Fig. 1: run 1, met1 routing
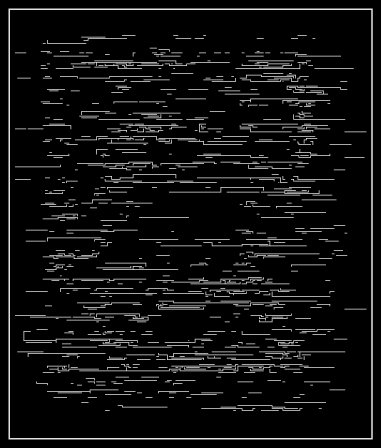
Fig. 2: run 1, metal 2
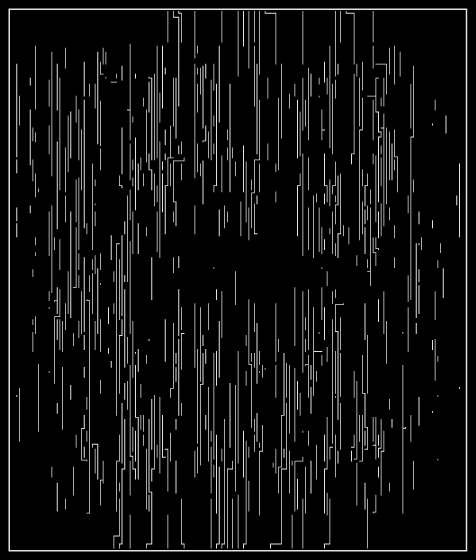
Fig. 3: run 1, M3 wires
Bar = 20 µm. Cells faint in the background.
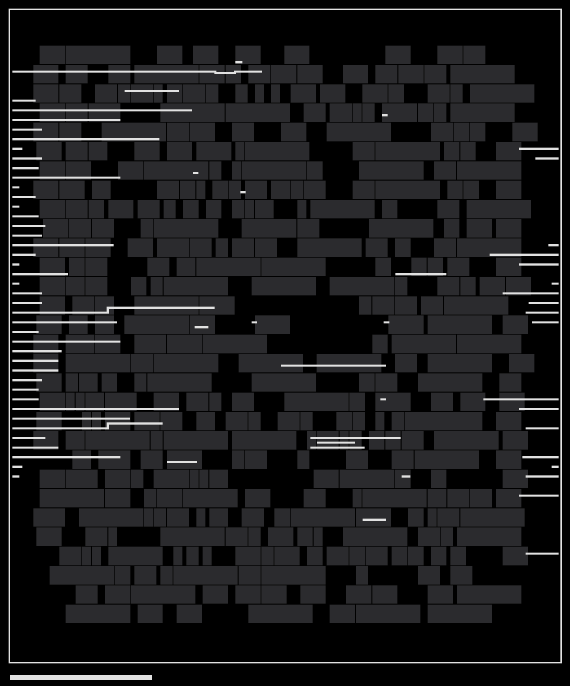
<file path="config.mk">
export PLATFORM = sky130hd
export DESIGN_NAME = hazard_stall_controller
export DESIGN_NICKNAME = d
export VERILOG_FILES = /design/src/rtl/core_pkg.sv /design/src/rtl/hazard_perf_counter.sv /design/src/rtl/hazard_stall_controller.sv
export SDC_FILE = /design/constraint.sdc
export NUM_CORES = 1
export LEC_CHECK = 0
export CAP_MARGIN = 20
export CORE_ASPECT_RATIO = 1.2
export CORE_MARGIN = 3
export CORE_UTILIZATION = 50
export DETAILED_ROUTE_END_ITERATION = 8
export HOLD_SLACK_MARGIN = 0.06
export PLACE_DENSITY_LB_ADDON = 0.3
export REMOVE_ABC_BUFFERS = 1
export SLEW_MARGIN = 20
export SYNTH_ARGS = -nofsm -noshare
export SYNTH_HDL_FRONTEND = slang
export SYNTH_SLANG_ARGS = --single-unit
</file>
<file path="constraint.sdc">
create_clock -name clk -period 4 [get_ports clk]
set_input_delay 1 -clock clk [delete_from_list [all_inputs] [get_ports clk]]
set_output_delay 1 -clock clk [all_outputs]
set_load 0.01 [all_outputs]
</file>
<file path="src/rtl/core_pkg.sv">
// core_pkg: shared pipeline-control types and constants for the RV32I core
package core_pkg;
  typedef enum logic [1:0] {HZ_RUN, HZ_MEM_WAIT, HZ_MULDIV} hz_state_e;
  localparam logic [4:0] REG_ZERO = 5'd0;
  typedef struct packed {
    logic stall_pc;
    logic stall_ifid;
    logic stall_idex;
    logic stall_exmem;
    logic flush_ifid;
    logic bubble_idex;
  } stage_ctrl_t;
endpackage

</file>
<file path="src/rtl/hazard_perf_counter.sv">
// hazard_perf_counter: wrapping event counter with enable
module hazard_perf_counter #(
  parameter int CNT_W = 32
) (
  input  logic             clk,
  input  logic             reset,
  input  logic             en,
  output logic [CNT_W-1:0] count
);
  always_ff @(posedge clk or posedge reset)
    if (reset) count <= '0;
    else count <= count + CNT_W'(en);
endmodule

</file>
<file path="src/rtl/hazard_stall_controller.sv">
// hazard_stall_controller: pipeline stall/flush sequencer with stall and flush perf counters
// Optional mul/div occupancy stall is built only when MULDIV_STALL_EN is defined.
module hazard_stall_controller
  import core_pkg::*;
#(
  parameter int REG_ADDR_W = 5,
  parameter int CNT_W      = 32,
  parameter int MULDIV_LAT = 8
) (
  input  logic                  clk,
  input  logic                  reset,
  input  logic [REG_ADDR_W-1:0] id_rs1,
  input  logic [REG_ADDR_W-1:0] id_rs2,
  input  logic                  id_use_rs1,
  input  logic                  id_use_rs2,
  input  logic [REG_ADDR_W-1:0] ex_rd,
  input  logic                  ex_mem_read,
  input  logic                  ex_branch_taken,
  input  logic                  mem_req,
  input  logic                  mem_ready,
  input  logic                  muldiv_start,
  output logic                  stall_pc,
  output logic                  stall_ifid,
  output logic                  stall_idex,
  output logic                  stall_exmem,
  output logic                  flush_ifid,
  output logic                  bubble_idex,
  output logic [CNT_W-1:0]      stall_count,
  output logic [CNT_W-1:0]      flush_count
);
  hz_state_e   state, state_nx, run_nx;
  stage_ctrl_t run_ctrl, ctrl;
  logic        load_use, mem_wait;
  assign load_use = ex_mem_read && ex_rd != REG_ZERO &&
                    ((id_use_rs1 && id_rs1 == ex_rd) || (id_use_rs2 && id_rs2 == ex_rd));
  assign mem_wait = mem_req && !mem_ready;
`ifdef MULDIV_STALL_EN
  localparam int CW = $clog2(MULDIV_LAT);
  logic [CW-1:0] cnt, cnt_nx;
`else
  localparam int unused_lat = MULDIV_LAT;
  logic unused_muldiv;
  assign unused_muldiv = muldiv_start;
`endif
  // decision taken when the pipeline is free to advance
  always_comb begin
    run_ctrl = '0;
    run_nx = HZ_RUN;
    if (mem_wait) begin
      run_ctrl.stall_pc = 1'b1;
      run_ctrl.stall_ifid = 1'b1;
      run_ctrl.stall_idex = 1'b1;
      run_ctrl.stall_exmem = 1'b1;
      run_nx = HZ_MEM_WAIT;
    end
`ifdef MULDIV_STALL_EN
    else if (muldiv_start) begin
      run_ctrl.stall_pc = 1'b1;
      run_ctrl.stall_ifid = 1'b1;
      run_ctrl.stall_idex = 1'b1;
      run_nx = HZ_MULDIV;
    end
`endif
    else if (ex_branch_taken) begin
      run_ctrl.flush_ifid = 1'b1;
      run_ctrl.bubble_idex = 1'b1;
    end else if (load_use) begin
      run_ctrl.stall_pc = 1'b1;
      run_ctrl.stall_ifid = 1'b1;
      run_ctrl.bubble_idex = 1'b1;
    end
  end
  always_comb begin
    ctrl = run_ctrl;
    state_nx = run_nx;
`ifdef MULDIV_STALL_EN
    cnt_nx = run_nx == HZ_MULDIV ? CW'(MULDIV_LAT - 1) : cnt;
`endif
    if (state == HZ_MEM_WAIT) begin
      ctrl = '0;
      ctrl.stall_pc = !mem_ready;
      ctrl.stall_ifid = !mem_ready;
      ctrl.stall_idex = !mem_ready;
      ctrl.stall_exmem = !mem_ready;
      state_nx = mem_ready ? HZ_RUN : HZ_MEM_WAIT;
    end
`ifdef MULDIV_STALL_EN
    // cnt==0 in MULDIV releases and decides like RUN in the same cycle
    else if (state == HZ_MULDIV && cnt != '0) begin
      ctrl = '0;
      ctrl.stall_pc = 1'b1;
      ctrl.stall_ifid = 1'b1;
      ctrl.stall_idex = 1'b1;
      ctrl.stall_exmem = mem_wait;
      state_nx = HZ_MULDIV;
      cnt_nx = cnt - 1'b1;
    end
`endif
  end
  always_ff @(posedge clk or posedge reset)
    if (reset) state <= HZ_RUN;
    else state <= state_nx;
`ifdef MULDIV_STALL_EN
  always_ff @(posedge clk or posedge reset)
    if (reset) cnt <= '0;
    else cnt <= cnt_nx;
`endif
  assign {stall_pc, stall_ifid, stall_idex, stall_exmem, flush_ifid, bubble_idex} =
    reset ? 6'b0 : ctrl;
  hazard_perf_counter #(.CNT_W(CNT_W)) u_stall_cnt (
    .clk(clk), .reset(reset), .en(stall_pc), .count(stall_count)
  );
  hazard_perf_counter #(.CNT_W(CNT_W)) u_flush_cnt (
    .clk(clk), .reset(reset), .en(flush_ifid), .count(flush_count)
  );
endmodule

</file>
==> flow_metrics.tcl, run 1 <==
# metrics dict for downstream scripts
set metrics [dict create \
    synthesis.area_per_instance_um2 11.5 \
    finalMaxSlewViolations 0 \
    most_frequent_cell_on_the_critical_path "clkdlybuf4s50_1" \
    dp.cells 444 \
    powerClk_mw 0.544 \
    hold_slack_ps 478 \
    setup.reg_to_reg.worst_slack_ps 1530 \
    drt_pass1_iterations 4 \
    final_common_cell "clkdlybuf4s50_1" \
    max_clock_buf_depth 2 \
    dp_hpwl_um 4900 \
    dominant_power_group "registers" \
    critical_path.n_buffers_inverters 3 \
    final.min_clock_period_ps 3890 \
    placement_rows 30 \
    flip_flop_and_latch_count_after_synthesis 65 \
    irDropWorstVdd_mv 0.269 \
    power.density_nw_per_um2 355 \
    wl_met2_um 3370 \
    io-pin-count 94 \
    hold_path.class "flip-flop to flip-flop" \
    worstHoldEndpoint "u_stall_cnt.count[31]" \
    worst_setup_ep_type "primary output" \
    drt-initial-drc-count 127 \
    cpLargestDelayFamily "buffers and inverters" \
    cts_root_buffer "clkbuf_8" \
    min_path_cells 1 \
    fmax_ghz 0.257 \
    port-buffer-count 92 \
    period_used_pct 97.3 \
    synth.yosys.warnings 0 \
    first_element_of_the_critical_path "ex_rd[4]" \
    clock_insertion_delay_worst_skew_ps 330 \
    comb_power_share_pct 14.8 \
    dp_worst_setup_slack_ps -79.8 \
    post_synth_xor_area_fraction_pct 19.9 \
    grt_pass1_wl_um 11600 \
    filler_cells_inserted 418 \
    synth_cell_types 27 \
    place.gp.congestion 0.742 \
    antenna-diode-count 0 \
    startpoint_type "input port" \
    status "finished clean" \
]
Notes on Fig. 1 above:
- wire length on this layer: 2700 µm
- main direction: horizontal

Notes on Fig. 2 above:
- wire length on this layer: 3370 µm
- nets with wire on the layer: 353

Notes on Fig. 3 above:
- share of all routed wire: 7.5%
- wire length on this layer: 505 µm
- nets with wire on the layer: 67
- main direction: horizontal
- longest straight run: 28.5 µm

-- run 1: final cells by class --
type / instances / area [µm²] / area share, %
inverter: 4 / 15.0 / 0.345
clock buffer: 10 / 138 / 3.16
tap: 80 / 100 / 2.30
sequential: 65 / 1630 / 37.4
clock inverter: 6 / 57.6 / 1.32
multi-input combinational: 195 / 1420 / 32.6
timing repair buffer: 101 / 993 / 22.8
-- run 1: cell usage after synthesis, drive strengths merged, types with 4 or more instances --
| cell | instances | area share, % |
|---|---|---|
| dfrtp | 65 | 53 |
| xnor2 | 54 | 15 |
| nand3 | 28 | 4.5 |
| nand4 | 28 | 6.2 |
| xor2 | 16 | 4.5 |
| nand2 | 14 | 1.7 |
| nor2 | 10 | 1.2 |
| and3 | 9 | 1.8 |
| and2 | 7 | 1.4 |
| and4 | 6 | 1.7 |
| nor4 | 5 | 2.5 |
| buf | 4 | 0.89 |
| ha | 4 | 1.6 |
| inv | 4 | 0.49 |
| nor3 | 4 | 0.65 |
-- run 1: sequential cells by signal (all words and copies together), names as in the netlist --
register	cells
u_stall_cnt.count	32
u_flush_cnt.count	32
state	1
-- run 1: repair_timing --
| item | 4_1_cts | 5_1_grt |
|---|---|---|
| hold buffers | 0 | 0 |
| resized | 2 | 2 |
| setup endpoints to repair | 2 | 3 |
| pin swaps | 0 | 1 |
| setup buffers | 0 | 1 |
-- run 1: how the worst max path moves through the flow --
stage / slack [ps] / cells past startpoint / endpoint
2_1_floorplan: 680 / 10 / u_stall_cnt.count[22]
3_3_place_gp: -30 / 6 / stall_ifid
3_5_place_dp: -80 / 6 / stall_ifid
4_1_cts: 40 / 6 / stall_ifid
5_1_grt: 3 / 6 / stall_pc
6_report: 110 / 6 / stall_pc
Fig. 4: run 1, signal wires on met4
Bar = 20 µm.
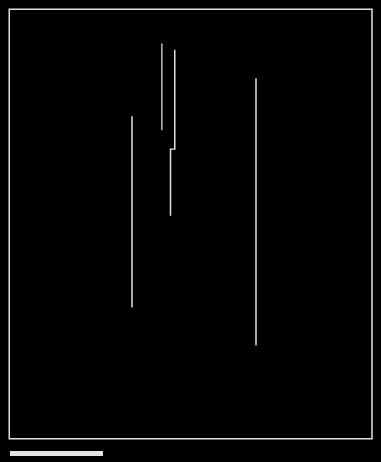

==> run 2, diff against run 1 <==
Settings changed: GPL_TIMING_DRIVEN set to 0.
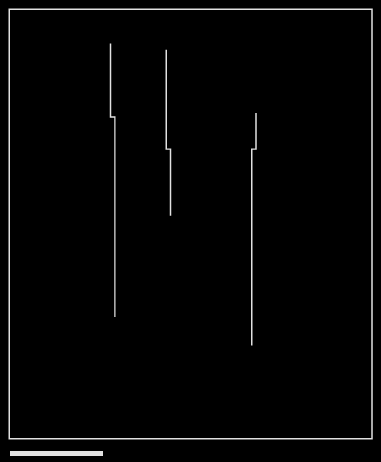
Fig. 5. Signal wires on met4 (run 2).
Bar = 20 µm.
- share of all routed wire: 2.1%
- main direction: vertical
- longest straight run: 42.8 µm

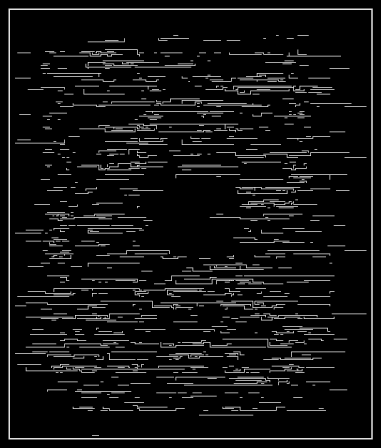
Fig. 6. Met1 routing (run 2).
- main direction: horizontal
- wire length on this layer: 2820 µm

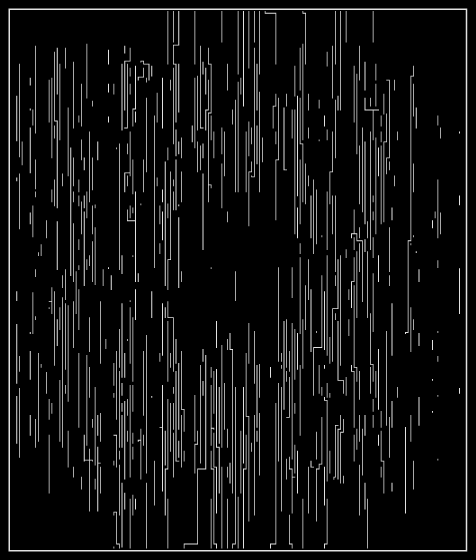
Fig. 7. Metal 2 (run 2).
- main direction: vertical
- nets with wire on the layer: 356
- share of all routed wire: 51%
- longest straight run: 28.0 µm
- wire length on this layer: 3590 µm

==> flow_metrics.tcl, run 2 <==
# metrics dict for downstream scripts
set metrics [dict create \
    status "finished clean" \
    synth.yosys.warnings 0 \
    startpoint_type "input port" \
    synthesis.area_per_instance_um2 11.5 \
    final.min_clock_period_ps 3860 \
    hold_slack_ps 469 \
    placement_rows 30 \
    worst_setup_ep_type "primary output" \
    drt_pass1_iterations 4 \
    io-pin-count 94 \
    most_frequent_cell_on_the_critical_path "clkdlybuf4s50_1" \
    antenna-diode-count 0 \
    post_synth_most_frequent_cells "dfrtp_1, xnor2_1, nand3_1, nand4_1, xor2_1" \
    drt-initial-drc-count 105 \
    cts_root_buffer "clkbuf_8" \
    first_global_vias 2495 \
    filler_cells_inserted 415 \
    max_clock_buf_depth 2 \
    synth_top_area_share_pct 52.8 \
    power.density_nw_per_um2 361 \
    port-buffer-count 92 \
    finalMaxSlewViolations 0 \
    irDropWorstVdd_mv 0.222 \
    place.gp.congestion 0.742 \
    yosys.cell_count.top_type "dfrtp_1" \
    holdBufCountCts 0 \
    period_used_pct 96.5 \
    clock_insertion_delay_worst_skew_ps 330 \
    wl_met2_um 3590 \
    dp_worst_setup_slack_ps -50.4 \
]
[run 2: worst paths after layout]
check,start,end,slack (ps),cells past startpoint
max,ex_rd[4],bubble_idex,140,6
min,u_flush_cnt.count[31],u_flush_cnt.count[31],470,1
max reg2reg,state[0],u_stall_cnt.count[26],1320,12
min reg2reg,u_flush_cnt.count[31],u_flush_cnt.count[31],470,1
max in group asynchronous,reset,u_flush_cnt.count[23],2430,3
min in group asynchronous,reset,u_flush_cnt.count[7],1060,2
[run 2: critical path: cells and delay by family]
| family | cells | cell delay, ps |
|---|---|---|
| compound gates | 2 | 340 |
| xor+xnor | 1 | 190 |
| buf+inv | 2 | 1030 |
| simple gates | 1 | 310 |
[run 2: what timing repair did]
action | CTS | global route
endpoints found under the setup margin | 2 | 20
setup buffers | 2 | 1
gates resized | 1 | 2
pin swaps | 1 | 3
[run 2: kinds of logic (layout without fill, tap and decap cells)]
kind of cell | Yosys count | after routing | synth area share, %
xor+xnor | 70 | 70 | 19.9
buf+inv | 9 | 115 | 1.50
simple gates | 114 | 114 | 22.5
compound gates | 7 | 7 | 1.74
fa+ha+maj | 4 | 4 | 1.62
flops | 65 | 65 | 52.8
[run 2: power breakdown]
part           leakage, nW  internal [mW]  switching, mW
registers            0.891          0.704         0.0663
logic                0.851          0.135         0.0958
clock network        0.102          0.317          0.241
[run 2: final cells by class]
| type | count | area (µm²) | area share, % |
|---|---|---|---|
| clock buffers | 12 | 155 | 3.59 |
| repair buffers | 96 | 965 | 22.3 |
| multi-input cells | 195 | 1410 | 32.7 |
| well taps | 80 | 100 | 2.32 |
| flip-flops and latches | 65 | 1630 | 37.7 |
| clock inverters | 3 | 40.0 | 0.928 |
| inverters | 4 | 17.5 | 0.406 |
Power figures rest on the tool's default switching activity, not on a simulated workload.
